Fig. 1: wiring by layer
Two of the layers only.
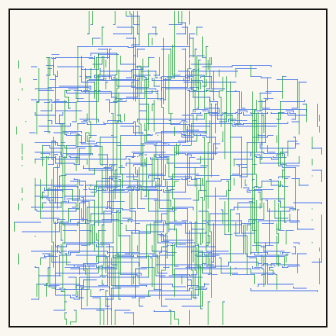
Fig. 2: I/O nets highlighted
Scale bar: 20 microns.
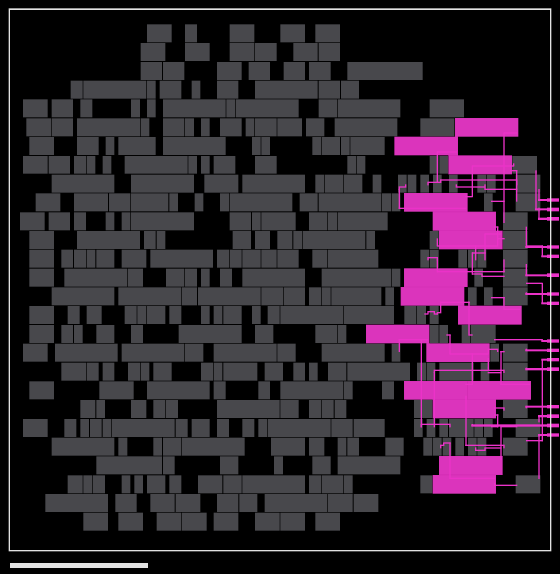
Fig. 3: close-up of the layout
Region (0, 38) to (40, 78) microns. Cells in grey, sequential cells in the stronger grey; small squares are vias.
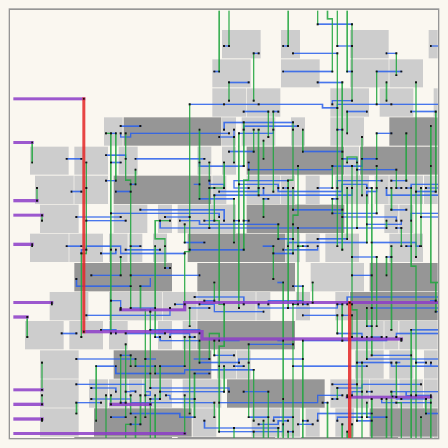
File: config.mk
export PLATFORM = sky130hd
export DESIGN_NAME = serial_addsub
export DESIGN_NICKNAME = d
export VERILOG_FILES = /design/src/rtl/arith_pkg.sv /design/src/rtl/digit_adder.sv /design/src/rtl/serial_addsub.sv
export SDC_FILE = /design/constraint.sdc
export NUM_CORES = 1
export LEC_CHECK = 0
export CORE_UTILIZATION = 48
export CTS_CLUSTER_DIAMETER = 80
export DETAILED_ROUTE_END_ITERATION = 10
export PLACE_DENSITY_LB_ADDON = 0.3
export SLEW_MARGIN = 40
export SYNTH_ARGS = -nofsm -noshare
export SYNTH_HDL_FRONTEND = slang
export SYNTH_SLANG_ARGS = --single-unit
export TNS_END_PERCENT = 20
File: constraint.sdc
create_clock -name clk -period 3.1 [get_ports clk]
set_input_delay 0.465 -clock clk [delete_from_list [all_inputs] [get_ports clk]]
set_output_delay 0.465 -clock clk [all_outputs]
set_load 0.05 [all_outputs]
File: src/rtl/arith_pkg.sv
// Shared arithmetic-datapath types: FSM state encoding and a counter-width helper.
package arith_pkg;

    typedef enum logic [1:0] {
        IDLE = 2'd0,
        RUN  = 2'd1,
        DONE = 2'd2
    } state_t;

    // Ceiling log2, clamped to 1 so a single-digit configuration still has a counter bit.
    function automatic int clog2(input int n);
        int r;
        r = 0;
        for (int i = 0; i < 32; i++) begin
            if ((1 << r) < n) r++;
        end
        return (r < 1) ? 1 : r;
    endfunction

endpackage

File: src/rtl/digit_adder.sv
// Combinational DIGIT-bit ripple adder slice; also exposes the carry into its top bit.
module digit_adder #(
    parameter int DIGIT = 4
) (
    input  logic [DIGIT-1:0] a_i,
    input  logic [DIGIT-1:0] b_i,
    input  logic             c_i,
    output logic [DIGIT-1:0] s_o,
    output logic             c_o,
    output logic             c_msb_o
);

    logic [DIGIT:0] c;

    assign c[0] = c_i;

    genvar gi;
    generate
        for (gi = 0; gi < DIGIT; gi++) begin : g_fa
            assign s_o[gi]  = a_i[gi] ^ b_i[gi] ^ c[gi];
            assign c[gi+1]  = (a_i[gi] & b_i[gi]) | (c[gi] & (a_i[gi] ^ b_i[gi]));
        end
    endgenerate

    assign c_o     = c[DIGIT];
    assign c_msb_o = c[DIGIT-1];

endmodule

File: src/rtl/serial_addsub.sv
// Digit-serial adder/subtractor: DIGIT bits per cycle, LSB digit first, with
// carry/borrow and signed-overflow flags and valid/ready handshakes.
module serial_addsub
    import arith_pkg::*;
#(
    parameter int WIDTH = 16,
    parameter int DIGIT = 4
) (
    input  logic             clk,
    input  logic             rst_n,
    input  logic             in_valid,
    output logic             in_ready,
    input  logic [WIDTH-1:0] a,
    input  logic [WIDTH-1:0] b,
    input  logic             sub,
    output logic             out_valid,
    input  logic             out_ready,
    output logic [WIDTH-1:0] sum,
    output logic             carry,
    output logic             overflow,
    output logic             busy
);

    localparam int N  = WIDTH / DIGIT;
    localparam int CW = clog2(N);
    localparam logic [CW-1:0] LAST = CW'(N - 1);

    state_t              state_q;
    logic [WIDTH-1:0]    a_q;
    logic [WIDTH-1:0]    b_q;
    logic [WIDTH-1:0]    sum_q;
    logic                cy_q;
    logic                carry_q;
    logic                ovf_q;
    logic [CW-1:0]       cnt_q;
    logic                in_ready_q;
    logic                out_valid_q;
    logic                busy_q;

    logic [DIGIT-1:0]       d_sum;
    logic                   d_cout;
    logic                   d_cmsb;
    logic [WIDTH+DIGIT-1:0] sum_cat;
    logic [WIDTH-1:0]       sum_d;

    digit_adder #(.DIGIT(DIGIT)) u_digit (
        .a_i     (a_q[DIGIT-1:0]),
        .b_i     (b_q[DIGIT-1:0]),
        .c_i     (cy_q),
        .s_o     (d_sum),
        .c_o     (d_cout),
        .c_msb_o (d_cmsb)
    );

    // New digit enters at the MSB end; after N digits the LSB digit has reached bit 0.
    assign sum_cat = {d_sum, sum_q} >> DIGIT;
    assign sum_d   = sum_cat[WIDTH-1:0];

    always_ff @(posedge clk or negedge rst_n) begin
        if (!rst_n) begin
            state_q     <= IDLE;
            a_q         <= '0;
            b_q         <= '0;
            sum_q       <= '0;
            cy_q        <= 1'b0;
            carry_q     <= 1'b0;
            ovf_q       <= 1'b0;
            cnt_q       <= '0;
            in_ready_q  <= 1'b1;
            out_valid_q <= 1'b0;
            busy_q      <= 1'b0;
        end else begin
            case (state_q)
                IDLE: begin
                    if (in_valid) begin
                        a_q        <= a;
                        b_q        <= sub ? ~b : b;
                        cy_q       <= sub;
                        cnt_q      <= '0;
                        state_q    <= RUN;
                        in_ready_q <= 1'b0;
                        busy_q     <= 1'b1;
                    end
                end
                RUN: begin
                    a_q   <= a_q >> DIGIT;
                    b_q   <= b_q >> DIGIT;
                    sum_q <= sum_d;
                    cy_q  <= d_cout;
                    cnt_q <= cnt_q + 1'b1;
                    if (cnt_q == LAST) begin
                        carry_q     <= d_cout;
                        ovf_q       <= d_cout ^ d_cmsb;
                        state_q     <= DONE;
                        out_valid_q <= 1'b1;
                    end
                end
                DONE: begin
                    if (out_ready) begin
                        state_q     <= IDLE;
                        out_valid_q <= 1'b0;
                        busy_q      <= 1'b0;
                        in_ready_q  <= 1'b1;
                    end
                end
                default: begin
                    state_q     <= IDLE;
                    out_valid_q <= 1'b0;
                    busy_q      <= 1'b0;
                    in_ready_q  <= 1'b1;
                end
            endcase
        end
    end

    assign in_ready  = in_ready_q;
    assign out_valid = out_valid_q;
    assign busy      = busy_q;
    assign sum       = sum_q;
    assign carry     = carry_q;
    assign overflow  = ovf_q;

endmodule

==> impl_metrics.env <==
# physical design summary
export IMPL_finalSetupViolations=0
export IMPL_antenna_found_initial=0
export IMPL_crit_buf_inv=3
export IMPL_diodes=0
export IMPL_cpMostUsedCell="fa_1"
export IMPL_async_reset_ff_share_pct=100
export IMPL_numCtsBuffers=9
export IMPL_yosysWarnings=0
export IMPL_synth_top_area_share_pct=51.2
export IMPL_common_cells="nand2_1 (83), dfrtp_1 (57), o21ai_0 (25), a22oi_1 (16), xnor2_1 (16)"
export IMPL_netlist_area_sq_um=2790
export IMPL_period_used_pct=73.7
export IMPL_status="completed"
export IMPL_layout_top_cell="nand2_1"
export IMPL_htreeDepth=3
export IMPL_crit_slowest_cell="fa_1"
export IMPL_yosysTopAreaCell="dfrtp_1"
export IMPL_finalPower_mw=3.66
export IMPL_logic_family="AND-OR/OR-AND gates"
export IMPL_max_freq_mhz=438
export IMPL_area_growth_pct=28.3
export IMPL_hold_viol=0
export IMPL_synth_compound_area_share_pct=17.6
export IMPL_synthAdderAreaFrac_pct=3.32
export IMPL_cp_cell_sequence="fa_1, inv_1, fa_1, inv_1, fa_1, inv_1, fa_1, o21ai_0"
export IMPL_drc=0
export IMPL_fp_util_pct=50.3
export IMPL_highest_layer="met4"
export IMPL_vias_per_cell=5.33
export IMPL_cts_sinks=58
export IMPL_drt_initial_drc_count=108
export IMPL_cts_root_buf="clkbuf_8"
export IMPL_power_frac_comb_pct=46.4
export IMPL_critPathKind="flip-flop to flip-flop"
export IMPL_cts_clk_slew_worst_paths_ps=60
export IMPL_postRouteAntennaNets=0
export IMPL_cts_setup_buffers=0
export IMPL_dp_hpwl_mm=3.88
export IMPL_cp_top_family="adder cells"
export IMPL_met3_usage_pct=7.44
export IMPL_rsz0062_at_grt="no"
export IMPL_cts_hold_buf=0
export IMPL_clockPowerShare_pct=18.4
export IMPL_yosys_area_share_simple_pct=15.5
export IMPL_vdd_ir_drop_max_uv=524
export IMPL_grt_util_all_layers_pct=21.1
export IMPL_fp_nets=332
export IMPL_leakagePower_nw=1.56
export IMPL_syn_avg_cell_area_sq_um=9.60
export IMPL_grt_max_degree=39
export IMPL_report_final_slew_viol_count=0
export IMPL_mux_share_pct=0
export IMPL_io_pins=58
export IMPL_die_y_microns=78.2
export IMPL_dr_pass1_iters=4
export IMPL_portBuffers=57
export IMPL_seqPwrFrac_pct=35.2
export IMPL_drive_gt1_share_pct=8.02
export IMPL_synth_edff_count=0
export IMPL_ys_seq_share_pct=52.2
export IMPL_grt_pass1_vias=2205
export IMPL_tns_ps=0
export IMPL_most_common_cell="nand2_1"
export IMPL_top_cells_by_area="dfrtp_1 (51%), nand2_1 (11%), xnor2_1 (5.0%)"
export IMPL_switchingPower_mw=1.57
export IMPL_cts_tree="yes"
export IMPL_use_met1_pct=25.3
export IMPL_grt_util_met2_pct=34.7
export IMPL_finalHoldWorstSlack_ps=49.4
export IMPL_yosys_area_sq_um=2790
export IMPL_core_region_area_sq_um=5540
export IMPL_warnings=26
Back to the opening pictures, Fig. 1:
Key: blue = M1 [wire length 2590 microns]; green = M2 [wire length 2860 microns]

Back to the opening pictures, Fig. 2:
Key: magenta = sum [bits 16, direction output, edge right, end cells 16, buffers 16, wire 352 microns]

Back to the opening pictures, Fig. 3:
Key: purple = M3; blue = M1; green = M2; red = M4
Sequential cells in the window: 15. Netlist names of flops here include b_q (11), a_q (4). Most frequent: nand2_1 (23), clkdlybuf4s50_1 (16), dfrtp_1 (15). 99 logic cells have their middle in the window.

[layout make-up]
type | instances | area [sq um]
tap | 72 | 90.1
clock inverter | 3 | 40.0
fill | 469 | 1970
inverter | 10 | 37.5
clock buffer | 13 | 149
sequential | 58 | 1450
timing repair buffer | 65 | 641
multi-input combinational | 200 | 1160
[worst register-to-register path, stage by stage, from the launching register on]
cell and delay, ps:
dfrtp_1 410, fa_1 430, inv_1 70, fa_1 170, inv_1 50, fa_1 390, inv_1 90, fa_1 410
o21ai_0 180
[worst paths after layout]
| check | to | slack [ps] | cells after the start |
|---|---|---|---|
| setup / recovery | sum[15]$_DFFE_PN0P_ | 820 | 8 |
| hold / removal | cnt_q[0]$_DFFE_PN0P_ | 50 | 1 |
| setup reg to reg | sum[15]$_DFFE_PN0P_ | 820 | 8 |
| hold reg to reg | sum[2]$_DFFE_PN0P_ | 470 | 2 |
| max in group asynchronous | in_ready$_DFFE_PN1P_ | 2450 | 2 |
| min in group clk | sum[2]$_DFFE_PN0P_ | 470 | 2 |
[power by group through the flow]
stage	Combinational [mW]	Clock, mW	Sequential (mW)
2_1_floorplan	0.873	0	1.65
3_3_place_gp	1.65	0	1.29
3_5_place_dp	1.70	0	1.30
4_1_cts	1.70	0.687	1.29
5_1_grt	1.87	0.725	1.33
6_report	1.70	0.672	1.29
[registers in the layout (all words and copies together), names as in the netlist]
register and flops:
a_q 16, cnt_q 2, in_ready 1, overflow 1
b_q 16, cy_q 1, out_valid 1, busy 1
carry 1, state_q 2, sum 16
[through the flow]
step,util (%),cells,area [sq um]
CTS,64.0,420,3550
detailed placement,60.6,404,3360
global placement,60.7,404,3360
finish,64.5,421,3570
floorplan,-,290,2790
global route,64.5,421,3570
